==> config.mk <==
export PLATFORM = sky130hd
export DESIGN_NAME = cdb_arbiter
export DESIGN_NICKNAME = d
export VERILOG_FILES = /design/src/rtl/oops_structs.sv /design/src/rtl/cdb_arbiter_rr_multi_pick.sv /design/src/rtl/cdb_arbiter.sv
export SDC_FILE = /design/constraint.sdc
export NUM_CORES = 1
export LEC_CHECK = 0
export ABC_AREA = 1
export ABC_CLOCK_PERIOD_IN_PS = 4500
export CAP_MARGIN = 20
export CORE_ASPECT_RATIO = 0.5
export CORE_MARGIN = 2
export CORE_UTILIZATION = 25
export CTS_CLUSTER_DIAMETER = 30
export DETAILED_ROUTE_END_ITERATION = 12
export GPL_TIMING_DRIVEN = 0
export PLACE_DENSITY = 0.63
export SKIP_CTS_REPAIR_TIMING = 1
export SLEW_MARGIN = 30
export SYNTH_ARGS = -nofsm -noshare
export SYNTH_HDL_FRONTEND = slang
export SYNTH_SLANG_ARGS = --single-unit
==> constraint.sdc <==
create_clock -name clk -period 4.5 [get_ports clk]
set_clock_uncertainty 0.15 [all_clocks]
set_input_delay 1.125 -clock clk [delete_from_list [all_inputs] [get_ports clk]]
set_output_delay 1.125 -clock clk [all_outputs]
set_load 0.01 [all_outputs]
==> src/rtl/oops_structs.sv <==
// Shared out-of-order core types: common data bus lanes and the requester index map.
package oops_structs;
    localparam int NUM_CDB_INPUTS = 2;
    localparam int ROB_IDX_LEN    = 4;
    localparam int XLEN           = 32;

    localparam int CDB_REQ_ALU = 0;
    localparam int CDB_REQ_CMP = 1;
    localparam int CDB_REQ_LSU = 2;
    localparam int CDB_REQ_MUL = 3;

    typedef struct packed {
        logic                   valid;
        logic [ROB_IDX_LEN-1:0] rob_dest;
        logic [XLEN-1:0]        data;
    } cdb_lane_t;

    typedef cdb_lane_t [NUM_CDB_INPUTS-1:0] common_data_bus_t;
endpackage

==> src/rtl/cdb_arbiter_rr_multi_pick.sv <==
// Combinational round-robin picker: grants up to K of N requests, scanning from i_ptr,
// and reports which requester feeds each lane plus the pointer to resume from.
module rr_multi_pick #(
    parameter int N = 4,
    parameter int K = 2,
    localparam int IW = (N > 1) ? $clog2(N) : 1,
    localparam int CW = $clog2(K + 1),
    localparam int LW = (K > 1) ? $clog2(K) : 1
) (
    input  logic [N-1:0]          i_req,
    input  logic [IW-1:0]         i_ptr,
    output logic [N-1:0]          o_gnt,
    output logic [K-1:0][IW-1:0]  o_sel_idx,
    output logic [K-1:0]          o_sel_vld,
    output logic [CW-1:0]         o_cnt,
    output logic [IW-1:0]         o_nxt_ptr
);

    logic [IW:0]   w_sum;
    logic [IW-1:0] w_idx;

    always_comb begin
        o_gnt     = '0;
        o_sel_idx = '0;
        o_sel_vld = '0;
        o_cnt     = '0;
        o_nxt_ptr = i_ptr;
        w_sum     = '0;
        w_idx     = '0;
        for (int i = 0; i < N; i++) begin
            w_sum = {1'b0, i_ptr} + (IW+1)'(i);
            if (w_sum >= (IW+1)'(N)) begin
                w_sum = w_sum - (IW+1)'(N);
            end
            w_idx = w_sum[IW-1:0];
            // o_cnt doubles as the lane index the next winner lands on
            if (i_req[w_idx] && (o_cnt < CW'(K))) begin
                o_gnt[w_idx]                = 1'b1;
                o_sel_idx[o_cnt[LW-1:0]]    = w_idx;
                o_sel_vld[o_cnt[LW-1:0]]    = 1'b1;
                o_cnt                       = o_cnt + 1'b1;
                o_nxt_ptr = (w_idx == IW'(N - 1)) ? '0 : w_idx + 1'b1;
            end
        end
    end

endmodule

==> src/rtl/cdb_arbiter.sv <==
// Common data bus arbiter: rotating-priority grant of result ports onto the registered
// CDB lanes, one cycle of latency, with flush discarding the pending broadcast.
module cdb_arbiter
    import oops_structs::*;
#(
    parameter int NUM_REQ = 4,
    parameter int WIDTH   = XLEN,
    localparam int PW     = (NUM_REQ > 1) ? $clog2(NUM_REQ) : 1,
    localparam int GW     = $clog2(NUM_CDB_INPUTS + 1)
) (
    input  logic                                  clk,
    input  logic                                  rst,
    input  logic                                  fls_i,
    input  logic [NUM_REQ-1:0]                    req_vld_i,
    output logic [NUM_REQ-1:0]                    req_rdy_o,
    input  logic [NUM_REQ-1:0][WIDTH-1:0]         req_data_i,
    input  logic [NUM_REQ-1:0][ROB_IDX_LEN-1:0]   req_rob_i,
    output common_data_bus_t                      common_data_bus_o,
    output logic [GW-1:0]                         grant_cnt_o
);

    logic [NUM_REQ-1:0]                   w_req;
    logic [NUM_REQ-1:0]                   w_gnt;
    logic [NUM_CDB_INPUTS-1:0][PW-1:0]    w_sel_idx;
    logic [NUM_CDB_INPUTS-1:0]            w_sel_vld;
    logic [GW-1:0]                        w_cnt;
    logic [PW-1:0]                        w_nxt_ptr;
    common_data_bus_t                     w_bus_nxt;

    common_data_bus_t                     r_bus;
    logic [GW-1:0]                        r_cnt;
    logic [PW-1:0]                        r_ptr;

    // Masking requests under reset/flush yields no grants, so lanes clear and the pointer holds.
    assign w_req = (rst || fls_i) ? '0 : req_vld_i;

    rr_multi_pick #(
        .N (NUM_REQ),
        .K (NUM_CDB_INPUTS)
    ) u_pick (
        .i_req     (w_req),
        .i_ptr     (r_ptr),
        .o_gnt     (w_gnt),
        .o_sel_idx (w_sel_idx),
        .o_sel_vld (w_sel_vld),
        .o_cnt     (w_cnt),
        .o_nxt_ptr (w_nxt_ptr)
    );

    always_comb begin
        w_bus_nxt = '0;
        for (int k = 0; k < NUM_CDB_INPUTS; k++) begin
            if (w_sel_vld[k]) begin
                w_bus_nxt[k].valid    = 1'b1;
                w_bus_nxt[k].rob_dest = req_rob_i[w_sel_idx[k]];
                w_bus_nxt[k].data     = req_data_i[w_sel_idx[k]];
            end
        end
    end

    always_ff @(posedge clk) begin
        if (rst) begin
            r_bus <= '0;
            r_cnt <= '0;
            r_ptr <= '0;
        end else begin
            r_bus <= w_bus_nxt;
            r_cnt <= w_cnt;
            r_ptr <= w_nxt_ptr;
        end
    end

    assign req_rdy_o         = w_gnt;
    assign common_data_bus_o = r_bus;
    assign grant_cnt_o       = r_cnt;

endmodule

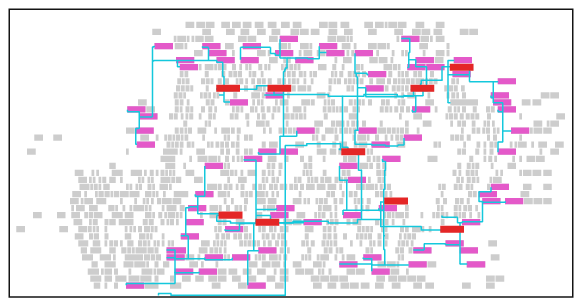
run_1/clk_routes.png
Key: red = clock drivers [count 9]; magenta = flip-flops [count 78]; cyan = clock wires [length 1320 um]
There are 10 routed clock nets.
clk_lat worst skew: 0.35 ns
clock-net power: 735 uW

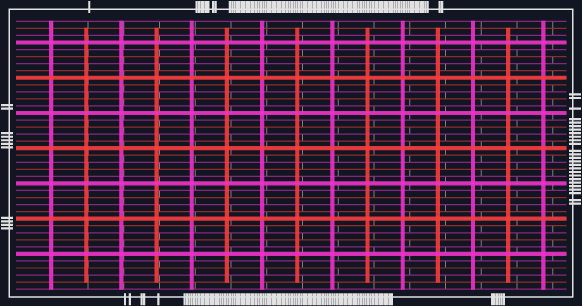
run_1/power_grid.png
Pins as bars on the die edge. Tap cells in grey.
Key: magenta = VSS; red = VDD
231 signal pins sit on the boundary. 39 met1 rails follow the rows. 300 tap cells. 7 straps on met5. The core has 38 rows.
worst vdd ir: 0.000352 V
vertical die size: 110 um

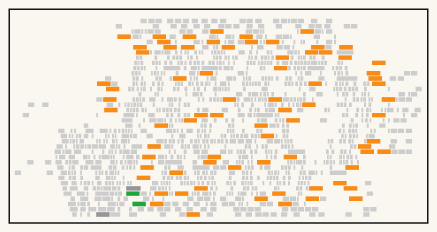
run_1/flops_by_reg.png
Other sequential cells in the stronger grey, the rest of the logic in the fainter grey.
Key: orange = `common_data_bus_o` [placed flops 74]; green = `grant_cnt_o` [placed flops 2]
Another 2 sequential cells are not coloured.

==> run summary, run 1 <==
total number of vias: 7432
area of the multi-input gates: 3270 um2
Power, Total: 6840 uW
Max Used Layer: met4
Clock transition at path regs: 0.06 ns
Top logic family: simple AND/OR/NAND/NOR gates
YS warnings: 0
Final Hold Viols: 0
Tool Warnings: 34
worst slew pin tran: 0.602 ns
DRC: 0
routed length on met3: 1910 um
flop share of the area: 17.7%
clk tree area frac: 3.21%
status: finished clean
Rows: 38
Max-slew headroom: 59.8%
nonclk buf count: 302
Worst setup startpoint: r_ptr[1]
seq pwr: 1070 uW
global-route track usage on met2: 35.5%
gr busiest metal: met2
Setup CP Type: reg2out
Chip Area, Yosys: 5670 um2
chip area: 24000 um2
#MultiIn Comb: 647
reg2reg start: r_ptr[1]
# diodes: 1
register share after synthesis: 27.6%
clock share of power: 10.7%
Post-DP Area: 8340 um2
CP Capture Point: req_rdy_o[0]
EDFF count, synth: 0
XOR-XNOR Cells, Area Fraction: 0.155%
# clk buffers: 12
FMAX: 228 MHz
vias in the first global route: 7290
most instantiated cells after synthesis: nand3_1, nand2_1, inv_1, dfxtp_1, a21oi_1
syn_nets: 1114
combinational fraction of the cell area: 36.9%
maximum root-to-sink buffer count: 2
buffering overhead: 30.7%
asr flop ratio synth: 0%
hold path startpoint: r_ptr[0]
Place WS: -0.875 ns
DP Wirelength: 19700 um
final cell area excluding filler cells: 8850 um2
area share, top type: 27.6%
Compound Share, Synth: 10.0%
Hold Crit Depth: 3
remaining global-route overflow: 0
Post-DRT Antenna Nets: 0
Final Core Density: 40.3%
r2r setup slk: 0.32 ns
grt met3 use: 4.90%
part of the power in registers: 15.7%
most numerous cell in the Yosys netlist: nand3_1
Vias/cell: 4.92
P&R area growth vs syn: 56.2%
Worst R2R End: common_data_bus_o[61]
crit path time final: 4.38 ns
io pins: 231
largest fanout on the critical path: 9
PwrDens: 773 nW/um2
startpoint types: register
drt wl/cell: 16.8 um
Signal inverters: 168
worst hold path class: reg2reg
Routability Congestion: 0.899
leakage: 0.00426 uW
Internal: 3250 uW
Non-Filler Instances: 1512
clk root buf: clkbuf_16
Tapcells: 300
Leading power group: combinational cells
total CTS buffers: 9
syn avg cell area: 5.96 um2
Post-Syn Area: 5670 um2
WP buf/inv: 7
First DRT Iteration DRCs: 605
Psw: 3590 uW
Adder Area Share: 2.65%
yosys cell count: 951
CP top delay family: buffers and inverters
most frequent cells in the layout: nand3_1, clkdlybuf4s50_1, nand2_1
Largest register FFs: 74
top cell category: logic gates
Port Buffers: 230
Post-Route WL: 25400 um
Net Sw Frac: 52.5%
TritonCTS clock tree: done
Comb. pwr: 5040 uW
CP peak stage delay: 0.60 ns
hold path endpoint: r_ptr[0]
Final Hold Slack: 0.650 ns
placed instance count: 1481
fillers: 2334
Core ar.: 22000 um2
CP max-delay cell: dfxtp_1
CP Depth: 14
fin crit share: 97.3%
Flop area: 1560 um2
DRT Pass-1 Iters: 7
Final nets: 1369
Distinct cells, synth: 29
WL met2: 12200 um
flop count: 78
Die X: 217 um
Synth Instances: 951
Logic pwr share: 73.6%
run_1/congestion.png
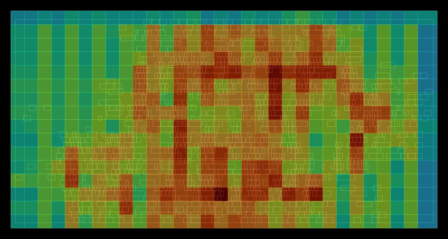

--- run 2 (diff from run 1) ---
--- a/config.mk
+++ b/config.mk
@@ -9,14 +9,15 @@
 export ABC_CLOCK_PERIOD_IN_PS = 4500
 export CAP_MARGIN = 20
 export CORE_ASPECT_RATIO = 0.5
-export CORE_MARGIN = 2
+export CORE_MARGIN = 4
 export CORE_UTILIZATION = 25
 export CTS_CLUSTER_DIAMETER = 30
 export DETAILED_ROUTE_END_ITERATION = 12
 export GPL_TIMING_DRIVEN = 0
-export PLACE_DENSITY = 0.63
+export PLACE_DENSITY = 0.64
 export SKIP_CTS_REPAIR_TIMING = 1
 export SLEW_MARGIN = 30
 export SYNTH_ARGS = -nofsm -noshare
 export SYNTH_HDL_FRONTEND = slang
+export SYNTH_HIERARCHICAL = 1
 export SYNTH_SLANG_ARGS = --single-unit
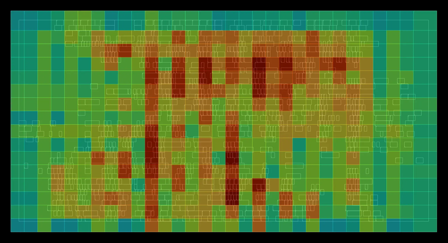
run_2/congestion.png
Final Core Density: 40.2%
gr busiest metal: met2
gr usage total: 19.0%

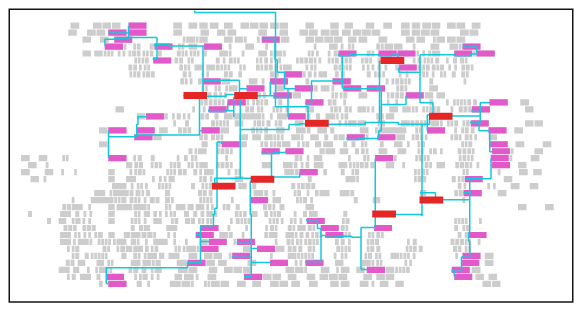
run_2/clk_routes.png
Key: red = clock drivers [count 9]; magenta = flip-flops [count 78]; cyan = clock wires [length 1260 um]
There are 10 routed clock nets. Position of the flops: all over the die.
clock-net power: 814 uW
clock share of power: 11.5%

==> run summary, run 2 <==
combinational fraction of the cell area: 34.8% (was 36.9%)
vias in the first global route: 6865 (was 7290)
WP buf/inv: 5 (was 7)
worst vdd ir: 0.000380 V (was 0.000352 V)
Max-slew headroom: 70.5% (was 59.8%)
Core ar.: 21800 um2 (was 22000 um2)
Power, Total: 7060 uW (was 6840 uW)
YS warnings: 6 (was 0)
Net Sw Frac: 52.9% (was 52.5%)
most instantiated cells after synthesis: nand2_1, inv_1, nand3_1, dfxtp_1, a21oi_1 (was nand3_1, nand2_1, inv_1, dfxtp_1, a21oi_1)
chip area: 24900 um2 (was 24000 um2)
vertical die size: 114 um (was 110 um)
Chip Area, Yosys: 5570 um2 (was 5670 um2)
fillers: 2305 (was 2334)
seq pwr: 954 uW (was 1070 uW)
DP Wirelength: 18800 um (was 19700 um)
Psw: 3730 uW (was 3590 uW)
syn avg cell area: 5.84 um2 (was 5.96 um2)
startpoint types: input pin (was register)
Setup CP Type: in2out (was reg2out)
CP top delay family: simple AND/OR/NAND/NOR gates (was buffers and inverters)
Final nets: 1370 (was 1369)
WL met2: 12200 um (about the same)
leakage: 0.00435 uW (was 0.00426 uW)
Flop area: 1560 um2 (about the same)
DRT Pass-1 Iters: 5 (was 7)
Logic pwr share: 75.0% (was 73.6%)
buffering overhead: 31.6% (was 30.7%)
Compound Share, Synth: 8.56% (was 10.0%)
First DRT Iteration DRCs: 538 (was 605)
Signal inverters: 177 (was 168)
final cell area excluding filler cells: 8760 um2 (was 8850 um2)
Post-Route WL: 24800 um (was 25400 um)
Tapcells: 300 (unchanged)
Adder Area Share: 2.47% (was 2.65%)
Comb. pwr: 5290 uW (was 5040 uW)
CP max-delay cell: or2_4 (was dfxtp_1)
Place WS: -1.01 ns (was -0.875 ns)
clk_lat worst skew: 0.35 ns (about the same)
top cell category: logic gates (unchanged)
Largest register FFs: 74 (unchanged)
Top logic family: simple AND/OR/NAND/NOR gates (unchanged)
routed length on met3: 1430 um (was 1910 um)
Post-Syn Area: 5570 um2 (was 5670 um2)
clk root buf: clkbuf_16 (unchanged)
EDFF count, synth: 0 (unchanged)
Vias/cell: 4.63 (was 4.92)
r2r setup slk: 0.76 ns (was 0.32 ns)
Routability Congestion: 0.899 (about the same)
total number of vias: 7004 (was 7432)
Port Buffers: 230 (unchanged)
first-pass GRT wire length: 36900 um (was 39000 um)
FF+latch count, synth: 78 (unchanged)
area of the multi-input gates: 3050 um2 (was 3270 um2)
# diodes: 1 (unchanged)
FMAX: 229 MHz (was 228 MHz)
XOR-XNOR Cells, Area Fraction: 0.157% (was 0.155%)
hold path endpoint: r_ptr[0] (unchanged)
placed instance count: 1484 (was 1481)
Final Hold Slack: 0.764 ns (was 0.650 ns)
status: finished clean (unchanged)
Worst R2R End: common_data_bus_o[62] (was common_data_bus_o[61])
grt met3 use: 3.57% (was 4.90%)
most numerous cell in the Yosys netlist: nand2_1 (was nand3_1)
flop share of the area: 17.8% (was 17.7%)
TritonCTS clock tree: done (unchanged)
CP peak stage delay: 0.33 ns (was 0.60 ns)
# clk buffers: 9 (was 12)
CP Capture Point: req_rdy_o[0] (unchanged)
part of the power in registers: 13.5% (was 15.7%)
Final Hold Viols: 0 (unchanged)
Rows: 38 (unchanged)
Internal: 3330 uW (was 3250 uW)
worst hold path class: reg2reg (unchanged)
Distinct cells, synth: 27 (was 29)
Clock transition at path regs: 0.06 ns (about the same)
PwrDens: 806 nW/um2 (was 773 nW/um2)
remaining global-route overflow: 0 (unchanged)
most frequent cells in the layout: nand2_1, clkdlybuf4s50_1, inv_1 (was nand3_1, clkdlybuf4s50_1, nand2_1)
register share after synthesis: 28.0% (was 27.6%)
hold path startpoint: r_ptr[0] (unchanged)
Tool Warnings: 33 (was 34)
maximum root-to-sink buffer count: 2 (unchanged)
io pins: 231 (unchanged)
reg2reg start: r_ptr[1] (unchanged)
asr flop ratio synth: 0% (unchanged)
crit path time final: 4.36 ns (was 4.38 ns)
worst slew pin tran: 0.443 ns (was 0.602 ns)
global-route track usage on met2: 32.8% (was 35.5%)
largest fanout on the critical path: 7 (was 9)
total CTS buffers: 9 (unchanged)
Max Used Layer: met4 (unchanged)
Synth Instances: 954 (was 951)
nonclk buf count: 295 (was 302)
clk tree area frac: 3.69% (was 3.21%)
P&R area growth vs syn: 57.3% (was 56.2%)
Post-DRT Antenna Nets: 0 (unchanged)
Non-Filler Instances: 1514 (was 1512)
Die X: 219 um (was 217 um)
flop count: 78 (unchanged)
Hold Crit Depth: 5 (was 3)
syn_nets: 1116 (was 1114)
Leading power group: combinational cells (unchanged)
CP Depth: 15 (was 14)
Post-DP Area: 8250 um2 (was 8340 um2)
Worst setup startpoint: rst (was r_ptr[1])
drt wl/cell: 16.4 um (was 16.8 um)
Crit path top cell by count: nand2_4
DRC: 0 (unchanged)
#MultiIn Comb: 647 (unchanged)
yosys cell count: 954 (was 951)
area share, top type: 28.0% (was 27.6%)
fin crit share: 96.9% (was 97.3%)
Power is estimated from default activity; no workload was simulated.
